--- config.mk ---
export PLATFORM = sky130hd
export DESIGN_NAME = lcd_refresh_ctrl_flat
export DESIGN_NICKNAME = d
export VERILOG_FILES = /design/src/rtl/lcd_refresh_ctrl_pkg.sv /design/src/rtl/lcd_refresh_ctrl_if.sv /design/src/rtl/lcd_refresh_ctrl_bus_writer.sv /design/src/rtl/lcd_refresh_ctrl.sv /design/src/flat_wrapper.sv
export SDC_FILE = /design/constraint.sdc
export NUM_CORES = 1
export LEC_CHECK = 0
export ABC_AREA = 0
export CELL_PAD_IN_SITES_DETAIL_PLACEMENT = 0
export CELL_PAD_IN_SITES_GLOBAL_PLACEMENT = 1
export CORE_ASPECT_RATIO = 1.75
export CORE_UTILIZATION = 46
export CTS_CLUSTER_DIAMETER = 80
export DETAILED_ROUTE_END_ITERATION = 16
export GPL_TIMING_DRIVEN = 1
export PLACE_DENSITY_LB_ADDON = 0.1
export SYNTH_ARGS = -nofsm -noshare
export SYNTH_HDL_FRONTEND = slang
export SYNTH_SLANG_ARGS = --single-unit
--- constraint.sdc ---
create_clock -name clk -period 3.3 [get_ports clk]
set_clock_uncertainty 0.15 [all_clocks]
set_input_delay 0.99 -clock clk [delete_from_list [all_inputs] [get_ports clk]]
set_output_delay 0.99 -clock clk [all_outputs]
set_load 0.02 [all_outputs]
--- src/rtl/lcd_refresh_ctrl_pkg.sv ---
// Shared constants and types for the character-LCD refresh controller:
// HD44780 command bytes, screen geometry, FSM encodings and sizing helpers.
package lcd_refresh_ctrl_pkg;

  localparam logic [7:0] CMD_FUNC  = 8'h38;
  localparam logic [7:0] CMD_DISP  = 8'h0C;
  localparam logic [7:0] CMD_ENTRY = 8'h06;
  localparam logic [7:0] CMD_CLR   = 8'h01;
  localparam logic [7:0] ADDR_L1   = 8'h80;
  localparam logic [7:0] ADDR_L2   = 8'hC0;

  localparam int LINE_LEN   = 16;
  localparam int SCREEN_LEN = 32;

  localparam logic [1:0] LAST_INIT_CMD = 2'd3;

  typedef enum logic [2:0] {
    PWRUP,
    INIT,
    ADDR,
    FETCH,
    WRITE,
    BUSW
  } state_t;

  typedef enum logic [1:0] {
    BW_IDLE,
    BW_SETUP,
    BW_ENABLE,
    BW_HOLD
  } bw_phase_t;

  // Counter width able to hold the largest of the long delays.
  function automatic int cnt_width(input int a, input int b, input int c);
    int m;
    m = a;
    if (b > m) m = b;
    if (c > m) m = c;
    return $clog2(m + 1);
  endfunction

  function automatic logic [7:0] init_cmd(input logic [1:0] n);
    case (n)
      2'd0:    return CMD_FUNC;
      2'd1:    return CMD_DISP;
      2'd2:    return CMD_ENTRY;
      default: return CMD_CLR;
    endcase
  endfunction

endpackage

--- src/rtl/lcd_refresh_ctrl_if.sv ---
// Signal bundle between the refresh controller, the display-mode block
// (index/char) and the LCD pins.
interface lcd_refresh_ctrl_if;
  import lcd_refresh_ctrl_pkg::*;

  logic [7:0] char_in;
  logic [4:0] index;
  logic       lcd_rs;
  logic       lcd_rw;
  logic       lcd_e;
  logic [7:0] lcd_data;
  logic       init_done;
  logic       frame_done;

  modport master (
    input  char_in,
    output index, lcd_rs, lcd_rw, lcd_e, lcd_data, init_done, frame_done
  );

  modport slave (
    output char_in,
    input  index, lcd_rs, lcd_rw, lcd_e, lcd_data, init_done, frame_done
  );

endinterface

--- src/rtl/lcd_refresh_ctrl_bus_writer.sv ---
// One HD44780 bus write: present rs/data, pulse E for EN_CYC cycles, then
// keep E low for the requested wait; done fires in the last wait cycle.
module lcd_bus_writer
  import lcd_refresh_ctrl_pkg::*;
#(
  parameter int CNT_W  = 17,
  parameter int EN_CYC = 8
) (
  input  logic             clk,
  input  logic             rst,
  input  logic             start,
  input  logic             rs,
  input  logic [7:0]       data,
  input  logic [CNT_W-1:0] wait_len,
  output logic             done,
  output logic             lcd_e,
  output logic             lcd_rs,
  output logic [7:0]       lcd_data
);

  bw_phase_t        phase_reg, phase_next;
  logic [CNT_W-1:0] cnt_reg, cnt_next;
  logic [CNT_W-1:0] wait_reg, wait_next;
  logic             e_reg, e_next;
  logic             rs_reg, rs_next;
  logic [7:0]       data_reg, data_next;

  always_ff @(posedge clk or negedge rst) begin
    if (!rst) begin
      phase_reg <= BW_IDLE;
      cnt_reg   <= '0;
      wait_reg  <= '0;
      e_reg     <= 1'b0;
      rs_reg    <= 1'b0;
      data_reg  <= 8'h00;
    end else begin
      phase_reg <= phase_next;
      cnt_reg   <= cnt_next;
      wait_reg  <= wait_next;
      e_reg     <= e_next;
      rs_reg    <= rs_next;
      data_reg  <= data_next;
    end
  end

  always_comb begin
    phase_next = phase_reg;
    cnt_next   = cnt_reg;
    wait_next  = wait_reg;
    e_next     = e_reg;
    rs_next    = rs_reg;
    data_next  = data_reg;
    case (phase_reg)
      BW_IDLE: begin
        if (start) begin
          rs_next    = rs;
          data_next  = data;
          wait_next  = wait_len;
          phase_next = BW_SETUP;
        end
      end
      BW_SETUP: begin
        cnt_next   = '0;
        e_next     = 1'b1;
        phase_next = BW_ENABLE;
      end
      BW_ENABLE: begin
        if (cnt_reg == CNT_W'(EN_CYC - 1)) begin
          cnt_next   = '0;
          e_next     = 1'b0;
          phase_next = BW_HOLD;
        end else begin
          cnt_next = cnt_reg + 1'b1;
        end
      end
      BW_HOLD: begin
        if (done) begin
          cnt_next   = '0;
          phase_next = BW_IDLE;
        end else begin
          cnt_next = cnt_reg + 1'b1;
        end
      end
      default: phase_next = BW_IDLE;
    endcase
  end

  assign done     = (phase_reg == BW_HOLD) && (cnt_reg == (wait_reg - CNT_W'(1)));
  assign lcd_e    = e_reg;
  assign lcd_rs   = rs_reg;
  assign lcd_data = data_reg;

endmodule

--- src/rtl/lcd_refresh_ctrl.sv ---
// Power-up init of a 16x2 character LCD followed by continuous full-screen
// refresh from the display-mode block's index/char lookup.
module lcd_refresh_ctrl
  import lcd_refresh_ctrl_pkg::*;
#(
  parameter int PWRUP_CYC = 20000,
  parameter int EN_CYC    = 8,
  parameter int WAIT_CYC  = 2000,
  parameter int CLR_CYC   = 80000,
  parameter int FETCH_CYC = 2
) (
  input logic               clk,
  input logic               rst,
  lcd_refresh_ctrl_if.master lcd
);

  localparam int CNT_W = cnt_width(PWRUP_CYC, CLR_CYC, WAIT_CYC);

  state_t           state_reg, state_next;
  state_t           caller_reg, caller_next;
  logic [CNT_W-1:0] cnt_reg, cnt_next;
  logic [1:0]       cmd_idx_reg, cmd_idx_next;
  logic [4:0]       index_reg, index_next;
  logic [7:0]       char_reg, char_next;
  logic             init_done_reg, init_done_next;
  logic             frame_done_reg, frame_done_next;

  logic             bw_start;
  logic             bw_rs;
  logic [7:0]       bw_data;
  logic [CNT_W-1:0] bw_wait;
  logic             bw_done;

  lcd_bus_writer #(
    .CNT_W  (CNT_W),
    .EN_CYC (EN_CYC)
  ) u_bus_writer (
    .clk      (clk),
    .rst      (rst),
    .start    (bw_start),
    .rs       (bw_rs),
    .data     (bw_data),
    .wait_len (bw_wait),
    .done     (bw_done),
    .lcd_e    (lcd.lcd_e),
    .lcd_rs   (lcd.lcd_rs),
    .lcd_data (lcd.lcd_data)
  );

  always_ff @(posedge clk or negedge rst) begin
    if (!rst) begin
      state_reg      <= PWRUP;
      caller_reg     <= PWRUP;
      cnt_reg        <= '0;
      cmd_idx_reg    <= 2'd0;
      index_reg      <= 5'd0;
      char_reg       <= 8'h00;
      init_done_reg  <= 1'b0;
      frame_done_reg <= 1'b0;
    end else begin
      state_reg      <= state_next;
      caller_reg     <= caller_next;
      cnt_reg        <= cnt_next;
      cmd_idx_reg    <= cmd_idx_next;
      index_reg      <= index_next;
      char_reg       <= char_next;
      init_done_reg  <= init_done_next;
      frame_done_reg <= frame_done_next;
    end
  end

  always_comb begin
    state_next      = state_reg;
    caller_next     = caller_reg;
    cnt_next        = cnt_reg;
    cmd_idx_next    = cmd_idx_reg;
    index_next      = index_reg;
    char_next       = char_reg;
    init_done_next  = init_done_reg;
    frame_done_next = 1'b0;
    bw_start        = 1'b0;
    bw_rs           = 1'b0;
    bw_data         = 8'h00;
    bw_wait         = CNT_W'(WAIT_CYC);
    case (state_reg)
      PWRUP: begin
        if (cnt_reg == CNT_W'(PWRUP_CYC - 1)) begin
          cnt_next   = '0;
          state_next = INIT;
        end else begin
          cnt_next = cnt_reg + 1'b1;
        end
      end
      INIT: begin
        bw_start    = 1'b1;
        bw_data     = init_cmd(cmd_idx_reg);
        // Clear-display needs a much longer settle time than other commands.
        if (cmd_idx_reg == LAST_INIT_CMD) bw_wait = CNT_W'(CLR_CYC);
        caller_next = INIT;
        state_next  = BUSW;
      end
      ADDR: begin
        bw_start    = 1'b1;
        bw_data     = index_reg[4] ? ADDR_L2 : ADDR_L1;
        caller_next = ADDR;
        state_next  = BUSW;
      end
      FETCH: begin
        if (cnt_reg == CNT_W'(FETCH_CYC - 1)) begin
          char_next  = lcd.char_in;
          cnt_next   = '0;
          state_next = WRITE;
        end else begin
          cnt_next = cnt_reg + 1'b1;
        end
      end
      WRITE: begin
        bw_start    = 1'b1;
        bw_rs       = 1'b1;
        bw_data     = char_reg;
        caller_next = WRITE;
        state_next  = BUSW;
      end
      BUSW: begin
        if (bw_done) begin
          cnt_next = '0;
          case (caller_reg)
            INIT: begin
              if (cmd_idx_reg == LAST_INIT_CMD) begin
                init_done_next = 1'b1;
                cmd_idx_next   = 2'd0;
                index_next     = 5'd0;
                state_next     = ADDR;
              end else begin
                cmd_idx_next = cmd_idx_reg + 1'b1;
                state_next   = INIT;
              end
            end
            ADDR: state_next = FETCH;
            WRITE: begin
              if (index_reg == 5'(SCREEN_LEN - 1)) begin
                index_next      = 5'd0;
                frame_done_next = 1'b1;
                state_next      = ADDR;
              end else if (index_reg == 5'(LINE_LEN - 1)) begin
                index_next = 5'(LINE_LEN);
                state_next = ADDR;
              end else begin
                index_next = index_reg + 1'b1;
                state_next = FETCH;
              end
            end
            default: state_next = PWRUP;
          endcase
        end
      end
      default: state_next = PWRUP;
    endcase
  end

  assign lcd.index      = index_reg;
  assign lcd.lcd_rw     = 1'b0;
  assign lcd.init_done  = init_done_reg;
  assign lcd.frame_done = frame_done_reg;

endmodule

--- src/flat_wrapper.sv ---
// flat-port wrapper written by rule: the top's interface ports become plain ports
module lcd_refresh_ctrl_flat import lcd_refresh_ctrl_pkg::*;
#(
  parameter int PWRUP_CYC = 20000,
  parameter int EN_CYC    = 8,
  parameter int WAIT_CYC  = 2000,
  parameter int CLR_CYC   = 80000,
  parameter int FETCH_CYC = 2
)
  (clk, rst, lcd_char_in, lcd_index, lcd_lcd_rs, lcd_lcd_rw, lcd_lcd_e, lcd_lcd_data, lcd_init_done, lcd_frame_done);
  lcd_refresh_ctrl_if lcd_i ();
  input logic clk;
  input logic rst;
  input wire logic [$bits(lcd_i.char_in)-1:0] lcd_char_in;
  output wire logic [$bits(lcd_i.index)-1:0] lcd_index;
  output wire logic [$bits(lcd_i.lcd_rs)-1:0] lcd_lcd_rs;
  output wire logic [$bits(lcd_i.lcd_rw)-1:0] lcd_lcd_rw;
  output wire logic [$bits(lcd_i.lcd_e)-1:0] lcd_lcd_e;
  output wire logic [$bits(lcd_i.lcd_data)-1:0] lcd_lcd_data;
  output wire logic [$bits(lcd_i.init_done)-1:0] lcd_init_done;
  output wire logic [$bits(lcd_i.frame_done)-1:0] lcd_frame_done;
  assign lcd_i.char_in = lcd_char_in;
  assign lcd_index = lcd_i.index;
  assign lcd_lcd_rs = lcd_i.lcd_rs;
  assign lcd_lcd_rw = lcd_i.lcd_rw;
  assign lcd_lcd_e = lcd_i.lcd_e;
  assign lcd_lcd_data = lcd_i.lcd_data;
  assign lcd_init_done = lcd_i.init_done;
  assign lcd_frame_done = lcd_i.frame_done;
  lcd_refresh_ctrl #(.PWRUP_CYC(PWRUP_CYC), .EN_CYC(EN_CYC), .WAIT_CYC(WAIT_CYC), .CLR_CYC(CLR_CYC), .FETCH_CYC(FETCH_CYC)) u_core (.clk(clk), .rst(rst), .lcd(lcd_i));
endmodule
==> images/clock_wires.png <==
Bar = 20 um.
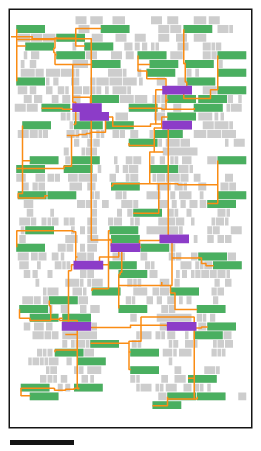
[flip-flops] green | count: 72
[clock-net drivers] purple | count: 9
[clock wires] orange | length: 1040 um
routed clock nets: 10
Clk. pwr: 1.15 mW
Late-Pin Clk Latency: 0.33 ns
Clock power frac: 0.558

==> images/class_map.png <==
Bar = 20 um.
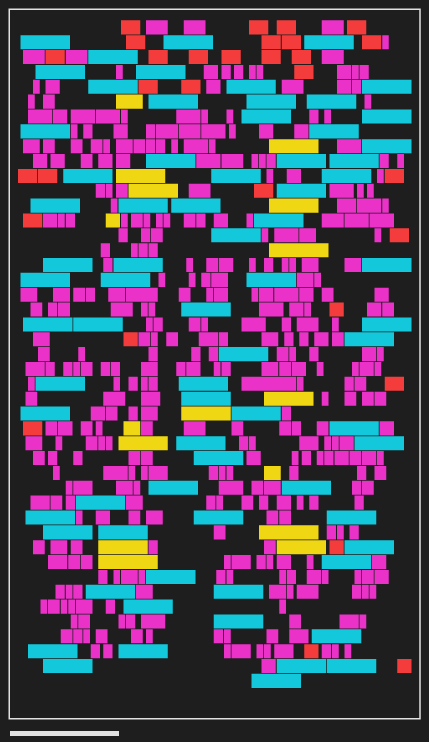
| class | colour | cells |
|---|---|---|
| registers | cyan | 72 |
| clock drivers and dummy loads | yellow | 16 |
| remaining logic cells | magenta | 373 |
| remaining buffers and delay cells | red | 30 |
Final Instance Area: 0.00495 sq mm
core area: 0.00904 sq mm
Final Util: 0.548

==> out/qor.txt <==
CTS resizes: 0
top cells by count: dfrtp_1 (72), nand2_1 (61), nor2_1 (35)
Top Layout Cells: dfrtp_1 (72), nand2_1 (61), nor2_1 (35)
f_max: 0.346 GHz
Worst IR Drop VDD: 0.000317 V
Total Routing Usage GR: 0.234
Hold-fix buffers, CTS: 0
PD cells: 416 mW/mm^2
outcome: finished, final reports clean
Flops after synth: 72
Placed Area: 0.00460 sq mm
yosys synthesis chip area: 0.00428 sq mm
post-synthesis sequential area ratio: 0.421
Ports: 28
HP Start: u_core.u_bus_writer.lcd_data[6]
tool warning count: 37
initial antenna violation count: 0
CP Capture Type: register
total CTS buffers: 9
die area: 0.00972 sq mm
Via density: 5.86
Die Ht: 130 um
detailed-route wire length per cell: 16.9 um
leakage power: 2.25 nW
kind of start point of the critical path: register
Critical Path Source: u_core.u_bus_writer.wait_reg[10]
actual slew at the worst max-slew pin: 0.920 ns
r2r endpoint: u_core.cmd_idx_reg[1]
remaining global-route overflow: 0
WL met2: 5700 um
Slew Limit Fails: 0
FP Core Util: 0.474
maximum clock path buffer count: 2
critical path class: register to register
Min-Delay Path Depth: 2
gpl congestion: 0.901
Min Hold Slack: 0.337 ns
CP Capture Point: u_core.cmd_idx_reg[1]
final setup violation count: 0
required time worst endpoint: 3.37 ns
dominant logic cell type in the layout: dfrtp_1
Reg area: 0.00180 sq mm
layout make-up:
class	instances	share of cell area
Clock buffer	10	0.0483
Sequential cell	72	0.364
Clock inverter	6	0.0233
Timing Repair Buffer	30	0.0581
Inverter	17	0.0129
Multi-Input combinational cell	356	0.463
Tap cell	120	0.0303
logic make-up after synthesis:
kind of cell               share of synthesized area
and+or+nand+nor                                0.243
AOI/OAI and AO/OA                              0.180
DFF                                            0.421
buffers and inverters                         0.0444
muxes                                         0.0532
adders and majority gates                     0.0526
xor gates and xnor gates                     0.00613
other                                       0.000875
report_power, final:
group / total [mW] / switching [mW] / internal (mW)
Sequential: 0.883 / 0 / 0.883
Clock: 1.15 / 0.386 / 0.763
Combinational: 0.0286 / 0.0196 / 0.00900
Power and IR drop assume default switching activity.
